File: src/rtl/alu_pkg.sv
// Shared ALU definitions: datapath widths, result-entry layout and op encodings.
package alu_pkg;

  localparam int DATA_W  = 8;
  localparam int FLAG_W  = 3;
  localparam int ENTRY_W = DATA_W + FLAG_W;

  // Entry layout is {y, zero, negative, carry}; flag bit positions within it.
  localparam int ZERO_POS  = 2;
  localparam int NEG_POS   = 1;
  localparam int CARRY_POS = 0;

  typedef enum logic [2:0] {
    ALU_AND = 3'b000,
    ALU_OR  = 3'b001,
    ALU_ADD = 3'b010,
    ALU_SUB = 3'b110
  } alu_op_e;

  localparam logic [DATA_W-1:0] ALU_DEFAULT_Y = 8'h1F;

endpackage

File: src/rtl/alu_result_mem.sv
// Result-entry storage: one write port, asynchronous read port, contents never reset.
module alu_result_mem #(
  parameter int DEPTH = 4,
  parameter int WIDTH = 11
) (
  input  logic                     clk,
  input  logic                     we,
  input  logic [$clog2(DEPTH)-1:0] waddr,
  input  logic [WIDTH-1:0]         wdata,
  input  logic [$clog2(DEPTH)-1:0] raddr,
  output logic [WIDTH-1:0]         rdata
);

  logic [WIDTH-1:0] mem_q [DEPTH];

  always_ff @(posedge clk) begin
    if (we) begin
      mem_q[waddr] <= wdata;
    end
  end

  assign rdata = mem_q[raddr];

endmodule

File: src/rtl/alu_result_fifo.sv
// Valid/ready FIFO of ALU result words with a sticky overflow flag.
// Optional sticky flag accumulator enabled by ALU_RESULT_FIFO_STICKY_FLAGS_EN.
module alu_result_fifo
  import alu_pkg::FLAG_W, alu_pkg::ZERO_POS, alu_pkg::NEG_POS, alu_pkg::CARRY_POS;
#(
  parameter int DEPTH  = 4,
  parameter int DATA_W = alu_pkg::DATA_W
) (
  input  logic                   clk,
  input  logic                   rst,
  input  logic                   in_valid,
  input  logic [DATA_W-1:0]      in_y,
  input  logic                   in_zero,
  input  logic                   in_negative,
  input  logic                   in_carry,
  output logic                   in_ready,
  output logic                   out_valid,
  input  logic                   out_ready,
  output logic [DATA_W-1:0]      out_y,
  output logic                   out_zero,
  output logic                   out_negative,
  output logic                   out_carry,
  output logic [$clog2(DEPTH):0] count,
  output logic                   overflow
`ifdef ALU_RESULT_FIFO_STICKY_FLAGS_EN
  ,
  input  logic                   flags_clr,
  output logic [2:0]             sticky_flags
`endif
);

  localparam int PTR_W   = $clog2(DEPTH);
  localparam int CNT_W   = PTR_W + 1;
  localparam int ENTRY_W = DATA_W + FLAG_W;

  logic [CNT_W-1:0]   count_q, count_d;
  logic [PTR_W-1:0]   wr_ptr_q, wr_ptr_d;
  logic [PTR_W-1:0]   rd_ptr_q, rd_ptr_d;
  logic               overflow_q, overflow_d;
  logic               push, pop;
  logic [ENTRY_W-1:0] wr_entry, rd_entry;

  // Ready/valid come only from count, so no out_ready -> in_ready path exists.
  assign in_ready  = (count_q != CNT_W'(DEPTH));
  assign out_valid = (count_q != '0);
  assign push      = in_valid & in_ready;
  assign pop       = out_valid & out_ready;

  always_comb begin
    count_d    = count_q;
    wr_ptr_d   = wr_ptr_q;
    rd_ptr_d   = rd_ptr_q;
    overflow_d = overflow_q | (in_valid & ~in_ready);
    if (push) wr_ptr_d = wr_ptr_q + 1'b1;
    if (pop)  rd_ptr_d = rd_ptr_q + 1'b1;
    case ({push, pop})
      2'b10:   count_d = count_q + 1'b1;
      2'b01:   count_d = count_q - 1'b1;
      default: count_d = count_q;
    endcase
  end

  always_ff @(posedge clk) begin
    if (rst) begin
      count_q    <= '0;
      wr_ptr_q   <= '0;
      rd_ptr_q   <= '0;
      overflow_q <= 1'b0;
    end else begin
      count_q    <= count_d;
      wr_ptr_q   <= wr_ptr_d;
      rd_ptr_q   <= rd_ptr_d;
      overflow_q <= overflow_d;
    end
  end

  assign wr_entry = {in_y, in_zero, in_negative, in_carry};

  alu_result_mem #(
    .DEPTH (DEPTH),
    .WIDTH (ENTRY_W)
  ) u_mem (
    .clk   (clk),
    .we    (push),
    .waddr (wr_ptr_q),
    .wdata (wr_entry),
    .raddr (rd_ptr_q),
    .rdata (rd_entry)
  );

  // Storage is never reset, so the head is masked to zero while empty.
  assign out_y        = out_valid ? rd_entry[ENTRY_W-1:FLAG_W] : '0;
  assign out_zero     = out_valid & rd_entry[ZERO_POS];
  assign out_negative = out_valid & rd_entry[NEG_POS];
  assign out_carry    = out_valid & rd_entry[CARRY_POS];
  assign count        = count_q;
  assign overflow     = overflow_q;

`ifdef ALU_RESULT_FIFO_STICKY_FLAGS_EN
  logic [2:0] sticky_q, sticky_d;

  always_comb begin
    sticky_d = sticky_q;
    if (flags_clr) begin
      sticky_d = '0;
    end else if (push) begin
      sticky_d = sticky_q | {in_zero, in_negative, in_carry};
    end
  end

  always_ff @(posedge clk) begin
    if (rst) begin
      sticky_q <= '0;
    end else begin
      sticky_q <= sticky_d;
    end
  end

  assign sticky_flags = sticky_q;
`endif

endmodule
File: config.mk
export PLATFORM = sky130hd
export DESIGN_NAME = alu_result_fifo
export DESIGN_NICKNAME = d
export VERILOG_FILES = /design/src/rtl/alu_pkg.sv /design/src/rtl/alu_result_mem.sv /design/src/rtl/alu_result_fifo.sv
export SDC_FILE = /design/constraint.sdc
export NUM_CORES = 1
export LEC_CHECK = 0
export ABC_AREA = 0
export CAP_MARGIN = 20
export CORE_MARGIN = 2
export CORE_UTILIZATION = 30
export CTS_CLUSTER_DIAMETER = 80
export DETAILED_ROUTE_END_ITERATION = 16
export GPL_TIMING_DRIVEN = 0
export PLACE_DENSITY_LB_ADDON = 0.25
export SETUP_SLACK_MARGIN = 0.4
export SLEW_MARGIN = 20
export SYNTH_ARGS = -nofsm -noshare
export SYNTH_HDL_FRONTEND = slang
export SYNTH_SLANG_ARGS = --single-unit
File: constraint.sdc
create_clock -name clk -period 2.82 [get_ports clk]
set_input_delay 0.282 -clock clk [delete_from_list [all_inputs] [get_ports clk]]
set_output_delay 0.282 -clock clk [all_outputs]
set_load 0.02 [all_outputs]
Figure 1. Where the registers sit.
Other sequential cells in the stronger grey, the rest of the logic in the fainter grey.
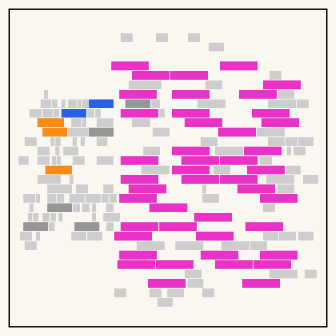
- count: orange (sequential cells 3)
- rd_ptr_q: blue (sequential cells 2)
- u_mem.mem_q: magenta (sequential cells 44)

Figure 2. Cell area per tile.
The die is cut into 9 by 9 equal tiles; white is low, dark blue is high, 0 to 100% covered.
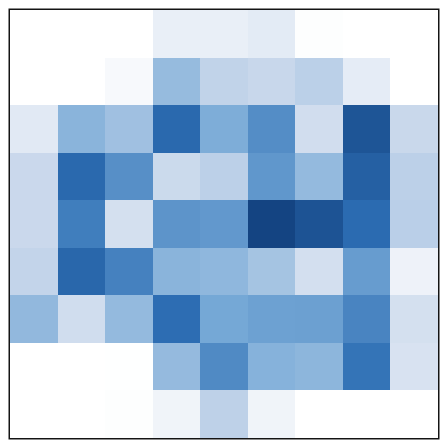
- fullest tile: 92%
- mean over tiles: 33%
- tiles over 75% full: 11%
- nearly empty tiles: 22%

Figure 3. Placement view.
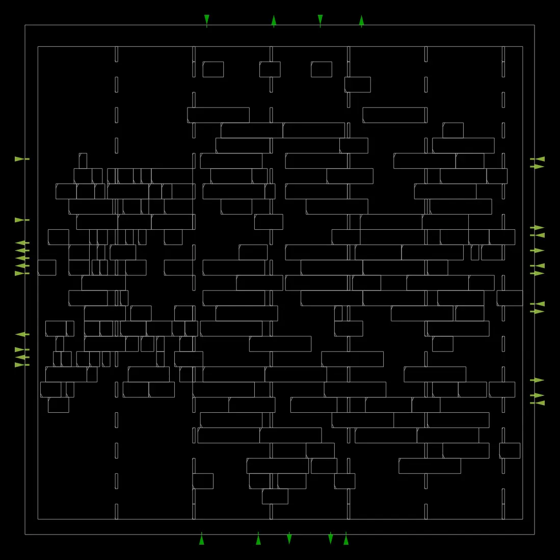
Cell Rows: 31
flop share of the area: 54.0%
Final Instance Count excl. Fillers: 266
Final Util: 38.7%
Seq Cell Count: 54

Figure 4. The metal 2 layer.
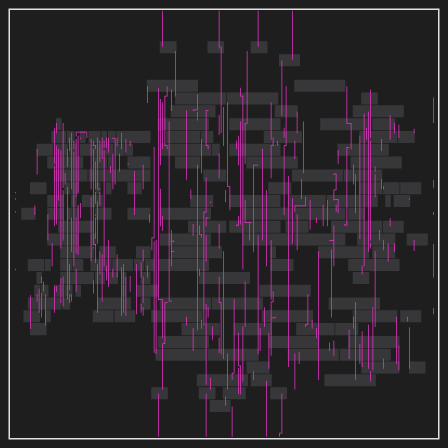
- nets with wire on the layer: 168
- wire length on this layer: 2040 um

==> results.py <==
# Generated from Yosys and OpenROAD reports
metrics = {
    "run_status": {
        "status": "complete, no violations",
    },
    "sta": {
        "post-route-period-util_pct": 83.0,
        "min_period_ns": 2.34,
        "tightest_slew_ns": 0.626,
        "hold_violations": 0,
        "relSlewSlack_pct": 58.3,
        "skew_ns": 0.0144,
        "setup_viol": 0,
        "slew_violations": 0,
        "rsz0062_at_grt": "true",
        "fmax_mhz": 427,
        "finalSetupTns_ns": 0,
    },
    "synth": {
        "ys_ff": 54,
        "async_flop_share_pct": 0,
        "avgSynthCellArea_sq_um": 17.7,
        "yosysTopAreaCell": "edfxtp_1",
        "synth_stat.cells": 128,
        "edf_count": 44,
        "most_common_cell": "edfxtp_1",
        "mappedNetlistArea_sq_mm": 0.00226,
        "ys_chip_area_sq_mm": 0.00226,
        "synth_cell_type_count": 25,
        "fp_nets": 149,
        "ys_seq_share_pct": 67.2,
        "flop_cell": "edfxtp_1",
        "common_cells": "edfxtp_1 (44), dfxtp_1 (10), inv_1 (10), mux4_2 (10), nor2b_4 (10)",
        "syn_inst": 128,
        "ys_warn_count": 0,
        "synthTopCellsByArea": "edfxtp_1 (58%), mux4_2 (9.9%), dfxtp_1 (8.8%)",
        "yosysTopAreaCellShare_pct": 58.3,
    },
    "setup_path": {
        "cpMostUsedCell": "inv_1",
        "startpoint_type": "flip-flop",
        "reg2reg_from": "count[1]",
        "setup.worst_path.start": "count[1]",
        "reg2reg_to": "count[2]",
        "critPathSlowestCell": "dfxtp_1",
        "critical-path-max-stage-delay_ns": 0.42,
        "cp.required_ns": 3.04,
        "path_cells": "nor3b_4, nor2_1, inv_1, ha_1, inv_1, fa_1, xor2_1, or3_1, a21oi_1",
        "cp-end-kind": "flip-flop",
        "crit_fanout": 6,
        "reg2reg_depth": 9,
        "r2r_setup_slack_ns": 0.48,
        "critical_path_class": "flip-flop to flip-flop",
        "arrival_ns": 2.56,
    },
    "grt": {
        "grt_first_pass_wirelength_mm": 6.42,
        "grt.total_usage_pct": 10.2,
        "grt_util_met2_pct": 17.5,
        "grt_pass1_vias": 1287,
        "overflow": 0,
        "grt_busiest_layer": "met2",
        "grt_util_met3_pct": 2.92,
        "grt_max_degree": 18,
        "antenna_found_initial": 0,
        "use_met1_pct": 12.3,
    },
    "finish": {
        "fin_nets": 187,
        "final_area_sq_mm": 0.00282,
        "layout-drive-gt1-share_pct": 21.0,
        "antenna_cells": 0,
        "final_common_cell": "edfxtp_1",
        "most-common-layout-cells": "edfxtp_1 (44), clkdlybuf4s50_1 (21), inv_1 (10), mux4_2 (10), nor2b_4 (10)",
        "area_growth_pct": 24.7,
    },
    "clock_tree": {
        "clock_sinks": 54,
        "clkTransAtPathRegs_ns": 0.10,
        "clk_latency_ns": 0.31,
        "cts_root_buf": "clkbuf_8",
        "holdBufCountCts": 0,
        "cts_tree": "yes",
        "cts_htree_levels": 2,
        "cts_buffer_depth": 2,
        "cts_buffers": 5,
    },
    "die": {
        "dieWidth_um": 90.9,
        "die_y_um": 90.9,
        "core-area_sq_mm": 0.00729,
        "fp_util_pct": 31.1,
        "chip_area_sq_mm": 0.00826,
        "ios": 32,
    },
    "job": {
        "max_cap_violations": 0,
        "warning_count": 30,
    },
    "routing": {
        "top_layer_used": "met4",
        "first_iter_violations": 50,
        "vias_per_cell": 4.37,
        "wl_met2_mm": 2.04,
        "drt_first_pass_iters": 4,
        "route.met3.wl_um": 176,
        "drc": 0,
        "ant_nets": 0,
        "wl_per_cell_um": 15.2,
        "wirelength_mm": 4.05,
        "via_count": 1162,
        "wl_met1_mm": 1.77,
    },
    "power_and_ir_drop": {
        "combPwrFrac_pct": 41.4,
        "top_power_group": "registers",
        "p_total_w": 0.00249,
        "intPower_w": 0.00166,
        "powerComb_w": 0.00103,
        "power_leakage_nw": 1.08,
        "power_frac_clock_pct": 17.4,
        "peakVddDrop_mv": 0.454,
        "power.switching_w": 0.000825,
        "seq_power_share_pct": 41.3,
        "power_density_mw_per_mm2": 881,
        "p_sw_share_pct": 33.1,
        "p_seq_w": 0.00103,
        "p_clk_w": 0.000433,
    },
    "worst_hold_path": {
        "hp-start": "rst",
        "holdPathStages": 2,
        "hp-class": "input pin to flip-flop",
        "hold_end": "count[1]",
    },
    "placed_design": {
        "place.gp.congestion": 0.756,
        "placed_cell_area_sq_mm": 0.00269,
        "dp_hpwl_mm": 2.67,
        "port_buffers": 30,
    },
}
==> worst max path at each step <==
stage	cells past startpoint	to	slack, ns
3_5_place_dp	10	count[2]	0.39
2_1_floorplan	9	count[2]	0.64
3_3_place_gp	10	count[2]	0.62
5_1_grt	9	count[2]	0.39
4_1_cts	9	count[2]	0.41
6_report	9	count[2]	0.48
==> flip-flops by register name, summed over array words and instances, names as in the netlist, named ones only <==
name,count
u_mem.mem_q,44
count,3
rd_ptr_q,2
overflow,1
wr_ptr_q,2
==> repair_timing <==
action / 4_1_cts / 5_1_grt
resized: 1 / 13
pin swaps: 0 / 1
buffers inserted: 0 / 1
setup endpoints to repair: 1 / 11
==> area by class of cell <==
cell class	instances	area (sq um)
inverters	10	37.5
multi-input cells	60	684
flip-flops and latches	54	1520
fillers	718	4470
clock inverters	3	21.3
repair buffers	31	327
clock buffers	5	68.8
well taps	99	124
plain buffers	4	37.5
==> logic make-up after synthesis <==
group	Yosys count	share of synthesized area [%]
adders and majority gates	6	3.65
buffers and inverters	14	3.15
muxes	12	11.5
xor gates and xnor gates	3	1.16
DFF	54	67.2
and+or+nand+nor	30	11.2
AOI/OAI and AO/OA	9	2.10
==> worst max-delay path: cells and delay by family, from the launching register on <==
kind	cells	cell delay [ns]
buffers and inverters	2	0.15
adders and majority gates	2	0.58
and+or+nand+nor	3	0.74
DFF	1	0.42
AOI/OAI and AO/OA	1	0.19
xor gates and xnor gates	1	0.18
==> per-stage QoR <==
stage / std cells / hold WS, ns / setup slack [ns] / util, %
after floorplan: 128 / 0.381 / 0.636 / -
after global placement: 257 / 0.451 / 0.619 / 36.9
after detailed placement: 257 / 0.460 / 0.391 / 36.9
after CTS: 265 / 0.346 / 0.406 / 38.1
after global routing: 266 / 0.380 / 0.386 / 38.7
final: 266 / 0.357 / 0.480 / 38.7
